**Nets reached from selected ports**

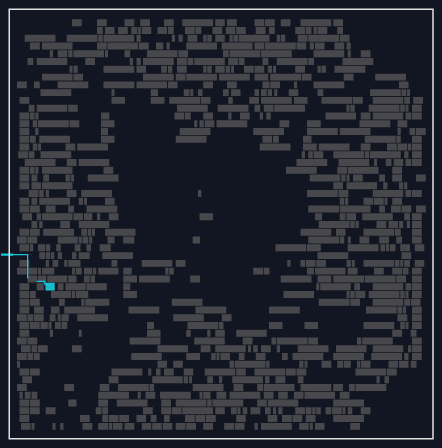
**Cell placement**

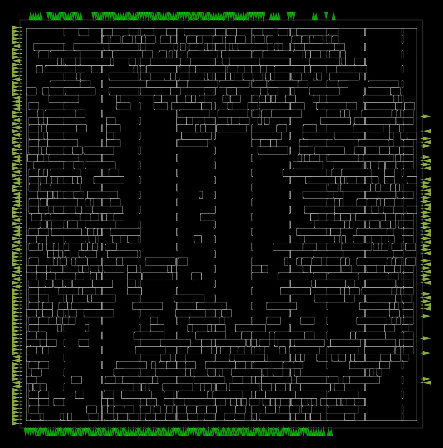
**Placed cells, one colour a class**

Fill, decap, tap and diode cells in grey.
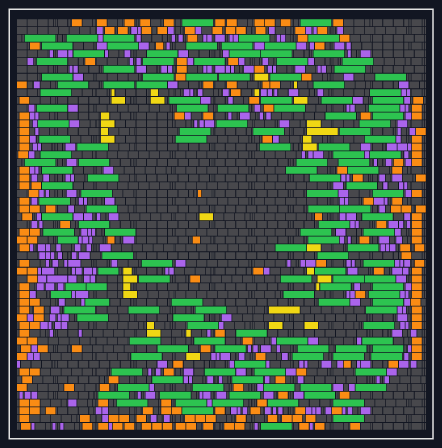
===== src/rtl/tl_sram_adapter.sv =====
// TileLink-UL single-beat device in front of a single-port synchronous SRAM.
// Every A beat produces exactly one D beat, in order.
module tl_sram_adapter #(
    parameter int                   DataWidth   = 64,
    parameter int                   AddrWidth   = 56,
    parameter int                   SourceWidth = 3,
    parameter int                   SinkWidth   = 1,
    parameter logic [AddrWidth-1:0] BaseAddr    = '0,
    parameter int                   MemDepth    = 1024,
    localparam int                  BB          = DataWidth / 8,
    localparam int                  IW          = $clog2(MemDepth)
) (
    input  logic                   clk_i,
    input  logic                   rst_i,

    input  logic                   host_a_valid,
    output logic                   host_a_ready,
    input  logic [2:0]             host_a_opcode,
    input  logic [2:0]             host_a_param,
    input  logic [2:0]             host_a_size,
    input  logic [SourceWidth-1:0] host_a_source,
    input  logic [AddrWidth-1:0]   host_a_address,
    input  logic [BB-1:0]          host_a_mask,
    input  logic                   host_a_corrupt,
    input  logic [DataWidth-1:0]   host_a_data,

    output logic                   host_d_valid,
    input  logic                   host_d_ready,
    output logic [2:0]             host_d_opcode,
    output logic [1:0]             host_d_param,
    output logic [2:0]             host_d_size,
    output logic [SourceWidth-1:0] host_d_source,
    output logic [SinkWidth-1:0]   host_d_sink,
    output logic                   host_d_denied,
    output logic                   host_d_corrupt,
    output logic [DataWidth-1:0]   host_d_data,

    output logic                   host_b_valid,
    output logic                   host_c_ready,
    output logic                   host_e_ready,

    output logic                   mem_req_o,
    output logic                   mem_we_o,
    output logic [IW-1:0]          mem_addr_o,
    output logic [BB-1:0]          mem_wmask_o,
    output logic [DataWidth-1:0]   mem_wdata_o,
    input  logic [DataWidth-1:0]   mem_rdata_i
);

    localparam int OffW = $clog2(BB);

    typedef struct packed {
        logic                   data_resp;
        logic [2:0]             size;
        logic [SourceWidth-1:0] source;
        logic                   denied;
        logic [DataWidth-1:0]   data;
    } resp_t;

    logic                 w_is_get;
    logic                 w_is_put;
    logic [AddrWidth-1:0] w_addr_off;
    logic [AddrWidth-1:0] w_word;
    logic                 w_in_range;
    logic                 w_denied;
    logic                 w_a_fire;
    logic                 w_unused;

    assign w_is_get   = (host_a_opcode == 3'd4);
    assign w_is_put   = (host_a_opcode == 3'd0) || (host_a_opcode == 3'd1);
    // Addresses below BaseAddr wrap to huge offsets and fall out of range.
    assign w_addr_off = host_a_address - BaseAddr;
    assign w_word     = w_addr_off >> OffW;
    assign w_in_range = (w_word < AddrWidth'(MemDepth));
    assign w_denied   = !(w_is_get || w_is_put) || !w_in_range ||
                        (host_a_size > 3'(OffW)) || (w_is_put && host_a_corrupt);
    assign w_a_fire   = host_a_valid && host_a_ready;
    assign w_unused   = ^host_a_param;

    assign mem_req_o   = w_a_fire && !w_denied;
    assign mem_we_o    = w_is_put;
    assign mem_addr_o  = w_word[IW-1:0];
    assign mem_wmask_o = host_a_mask;
    assign mem_wdata_o = host_a_data;

    logic                   r_s1_valid;
    logic                   r_s1_data_resp;
    logic [2:0]             r_s1_size;
    logic [SourceWidth-1:0] r_s1_source;
    logic                   r_s1_denied;
    logic                   r_s1_read;

    resp_t       r_fifo [2];
    logic        r_wr_ptr;
    logic        r_rd_ptr;
    logic [1:0]  r_count;

    resp_t       w_s1_resp;
    resp_t       w_d_resp;
    logic        w_fifo_nonempty;
    logic        w_d_fire;
    logic        w_push;
    logic        w_pop;
    logic [2:0]  w_occ;

    always_comb begin
        w_s1_resp           = '0;
        w_s1_resp.data_resp = r_s1_data_resp;
        w_s1_resp.size      = r_s1_size;
        w_s1_resp.source    = r_s1_source;
        w_s1_resp.denied    = r_s1_denied;
        w_s1_resp.data      = r_s1_read ? mem_rdata_i : '0;
    end

    // Stage 1 bypasses the FIFO only when the FIFO is empty.
    assign w_fifo_nonempty = (r_count != 2'd0);
    assign w_d_resp        = w_fifo_nonempty ? r_fifo[r_rd_ptr] : w_s1_resp;
    assign host_d_valid    = w_fifo_nonempty || r_s1_valid;
    assign w_d_fire        = host_d_valid && host_d_ready;
    assign w_push          = r_s1_valid && !(!w_fifo_nonempty && host_d_ready);
    assign w_pop           = w_fifo_nonempty && host_d_ready;

    // Credit: accept only if a response slot is guaranteed after this cycle.
    assign w_occ        = {1'b0, r_count} + {2'b00, r_s1_valid} - {2'b00, w_d_fire};
    assign host_a_ready = !rst_i && (w_occ < 3'd2);

    assign host_d_opcode  = {2'b00, w_d_resp.data_resp};
    assign host_d_param   = 2'd0;
    assign host_d_size    = w_d_resp.size;
    assign host_d_source  = w_d_resp.source;
    assign host_d_sink    = '0;
    assign host_d_denied  = w_d_resp.denied;
    assign host_d_corrupt = w_d_resp.denied && w_d_resp.data_resp;
    assign host_d_data    = w_d_resp.data;

    assign host_b_valid = 1'b0;
    assign host_c_ready = 1'b1;
    assign host_e_ready = 1'b1;

    always_ff @(posedge clk_i) begin
        if (rst_i) begin
            r_s1_valid <= 1'b0;
            r_count    <= 2'd0;
            r_wr_ptr   <= 1'b0;
            r_rd_ptr   <= 1'b0;
        end else begin
            r_s1_valid <= w_a_fire;
            if (w_push) begin
                r_wr_ptr <= ~r_wr_ptr;
            end
            if (w_pop) begin
                r_rd_ptr <= ~r_rd_ptr;
            end
            r_count <= r_count + {1'b0, w_push} - {1'b0, w_pop};
        end
    end

    always_ff @(posedge clk_i) begin
        if (w_a_fire) begin
            r_s1_data_resp <= !w_is_put;
            r_s1_size      <= host_a_size;
            r_s1_source    <= host_a_source;
            r_s1_denied    <= w_denied;
            r_s1_read      <= w_is_get && !w_denied;
        end
        if (w_push) begin
            r_fifo[r_wr_ptr] <= w_s1_resp;
        end
    end

endmodule

===== config.mk =====
export PLATFORM = sky130hd
export DESIGN_NAME = tl_sram_adapter
export DESIGN_NICKNAME = d
export VERILOG_FILES = /design/src/rtl/tl_sram_adapter.sv
export SDC_FILE = /design/constraint.sdc
export NUM_CORES = 1
export LEC_CHECK = 0
export CORE_AREA = 2 2 146 148
export CTS_BUF_LIST = sky130_fd_sc_hd__clkbuf_8
export DETAILED_ROUTE_END_ITERATION = 10
export DIE_AREA = 0 0 148 150
export GPL_ROUTABILITY_DRIVEN = 0
export HOLD_SLACK_MARGIN = 0.15
export PLACE_DENSITY = 0.72
export RECOVER_POWER = 25
export SETUP_SLACK_MARGIN = 0.02
export SYNTH_ARGS = -nofsm -noshare
export SYNTH_HDL_FRONTEND = slang
export SYNTH_SLANG_ARGS = --single-unit

===== constraint.sdc =====
create_clock -name clk_i -period 5.8 [get_ports clk_i]
set_clock_uncertainty 0.1 [all_clocks]
set_input_delay 1.16 -clock clk_i [delete_from_list [all_inputs] [get_ports clk_i]]
set_output_delay 1.16 -clock clk_i [all_outputs]
set_load 0.02 [all_outputs]

==> flow_summary.toml <==
# yosys + openroad results
[run_status]
run_status = "complete, no violations"

[critical_path]
crit_slowest_cell = "clkdlybuf4s50_1"
crit_arrival_ns = 4.09
criticalPathCategory = "input port to output pin"
critPathMaxStageDelay_ns = 0.69
cp_cell_sequence = "dlygate4sd3_1 -> inv_1 -> a21oi_1 -> ha_1 -> nand2b_1 -> fa_1 -> and3b_1 -> nand4b_1 -> nor4_1 -> clkdlybuf4s50_1"
start_kind = "input port"
critical_path_required_ns = 4.54

[final_timing]
relSlewSlack_pct = 10.8
rsz0062_at_grt = "false"
finalSetupViolations = 0
finalHoldViolations = 0
fin_crit_sh_pct = 92.3
drv_slew = 0
final.setup.worst_slack_ns = 0.449
fmax_mhz = 187

[synth]
edf_count = 153
flop_cell = "edfxtp_1"
async_flop_share_pct = 0
postSynthAreaPerCell_um2 = 12.3
synth_cell_types = 32
syn-cell-area_um2 = 7670
ys_cells = 625

[pwr]
peakVddDrop_mv = 0.345
switching_share_pct = 37.5
p_int_mw = 2.77
clkPwrFrac_pct = 17.9
p_sw_mw = 1.66
power_frac_comb_pct = 45.2
leakage_nw = 3.16
pwr-share-seq_pct = 36.9

[global_route]
grt_pass1_vias = 4892
gr-total-overflow = 0
grtUsageTotal_pct = 15.2
antenna_found_initial = 0

[route]
drt_first_pass_iters = 4
drc_errors = 0
drt_wl_total_um = 16800
drtIter0Drc = 155
ant_nets = 0
route.vias.total = 4826
wl_per_cell_um = 16.5

[place]
place_inst = 989

[clock_tree]
clockBufferDepth = 2
cts_setup_buffers = 0
htreeDepth = 4
clk_latency_ns = 0.44
cts_tree = "done"
ctsHoldBuffers = 0

[final_layout]
fin_cells = 1021
fin_util_pct = 46.7
fin_nets = 946
drive_above_1_share_pct = 5.63
seq_area_um2 = 4720

[job]
max_cap_viol_count = 0

[floorplanning]
fp_util_pct = 37.1
core_area_um2 = 20700
die-area_um2 = 22200
die_x_um = 148
num_rows = 53

[min_path]
hold_class = "register to register"
Back to the opening pictures, 'nets reached from selected ports':
Cyan shows `host_a_valid`, bits 1, direction input, end cells 1, buffers 1, wire 20.2 um.
IO Port Bufs: 197
I/O Pins: 376

Back to the opening pictures, 'cell placement':
flop count: 159
fillcell total: 1908

Back to the opening pictures, 'placed cells, one colour a class':
Orange shows other buffers and delay cells, cells 204. Green shows flops, cells 159. Yellow shows clock drivers and dummy loads, cells 32. Purple shows combinational and other logic, cells 351.

## cells in the final DEF, fill, tap and decap left out, drive strengths merged, types with 6 or more instances in the layout
cell	n
clkdlybuf4s50	189
edfxtp	153
nand2	75
o21ai	73
mux2i	71
and2	66
clkbuf	18
nor4	11
inv	10
conb	8
dlygate4sd3	8
nor2	8
buf	6
dfxtp	6
clkinv	6
## synth_stat cells, types with 3 or more instances
master / number / area share, %
nand2_1: 75 / 3.7
clkbuf_1: 25 / 1.2
edfxtp_1: 153 / 60
buf_4: 90 / 8.8
nor2_1: 8 / 0.39
buf_2: 4 / 0.26
nand4_1: 3 / 0.24
and2_1: 66 / 5.4
ha_1: 3 / 0.49
xor2_1: 3 / 0.34
nor2b_1: 3 / 0.24
o21ai_0: 73 / 4.8
mux2i_1: 71 / 9.3
inv_1: 8 / 0.39
dfxtp_1: 6 / 1.6
nor4_1: 11 / 0.90
## routing by layer
metal / global-route usage (%) / wire length, um
met5: 0 / 0
met4: 5.76 / 320
met3: 4.85 / 1040
met2: 25.8 / 8340
met1: 18.1 / 7100
## cell type report
class                   instances  share of cell area [%]
clock inverters                15                    1.50
well taps                     275                    3.56
multi-input cells             343                    22.4
flip-flops and latches        159                    48.8
clock buffers                  17                    2.42
inverters                       8                   0.324
repair buffers                204                    20.9
## worst max-delay path, delay by kind of cell
family	cells	cell delay (ns)
buf+inv	3	1.31
simple gates	4	0.76
fa+ha+maj	2	0.73
compound gates	1	0.12
## stage by stage
step | hold slack (ns) | power, mW | area (um^2)
after floorplan | 0.336 | 2.87 | 7690
after global placement | 0.352 | 3.68 | 9280
after detailed placement | 0.364 | 3.70 | 9280
after CTS | 0.385 | 4.51 | 9660
after global routing | 0.397 | 4.70 | 9660
final | 0.385 | 4.44 | 9660
## power by group through the flow
stage | clock network, mW | logic [mW] | registers [mW]
after floorplan | 0 | 1.31 | 1.56
after global placement | 0 | 2.02 | 1.66
after detailed placement | 0 | 2.03 | 1.67
after CTS | 0.822 | 2.04 | 1.64
after global routing | 0.864 | 2.17 | 1.66
final | 0.793 | 2.00 | 1.64
## final timing paths
| kind | slack, ns | cells after the start | from | to |
|---|---|---|---|---|
| setup / recovery | 0.45 | 10 | host_d_ready | mem_req_o |
| setup reg to reg | 2.46 | 8 | r_count[1] | r_s1_read |
| hold / removal | 0.39 | 0 | r_s1_size[0] | r_fifo[0][68] |
| hold reg to reg | 0.39 | 0 | r_s1_size[0] | r_fifo[0][68] |
## state kept, by name, summed over array words and instances, names as in the netlist, 2 cells and up, named ones only
| signal | cells |
|---|---|
| r_fifo | 144 |
| r_s1_size | 3 |
| r_s1_source | 3 |
| r_count | 2 |
## cells by family after synthesis
| kind of cell | synth area share, % |
|---|---|
| other cells | 0.0979 |
| fa+ha+maj | 0.750 |
| buf+inv | 10.8 |
| compound gates | 5.22 |
| xor+xnor | 0.343 |
| flops | 61.5 |
| mux | 9.41 |
| simple gates | 11.9 |
Power is estimated from default activity; no workload was simulated.
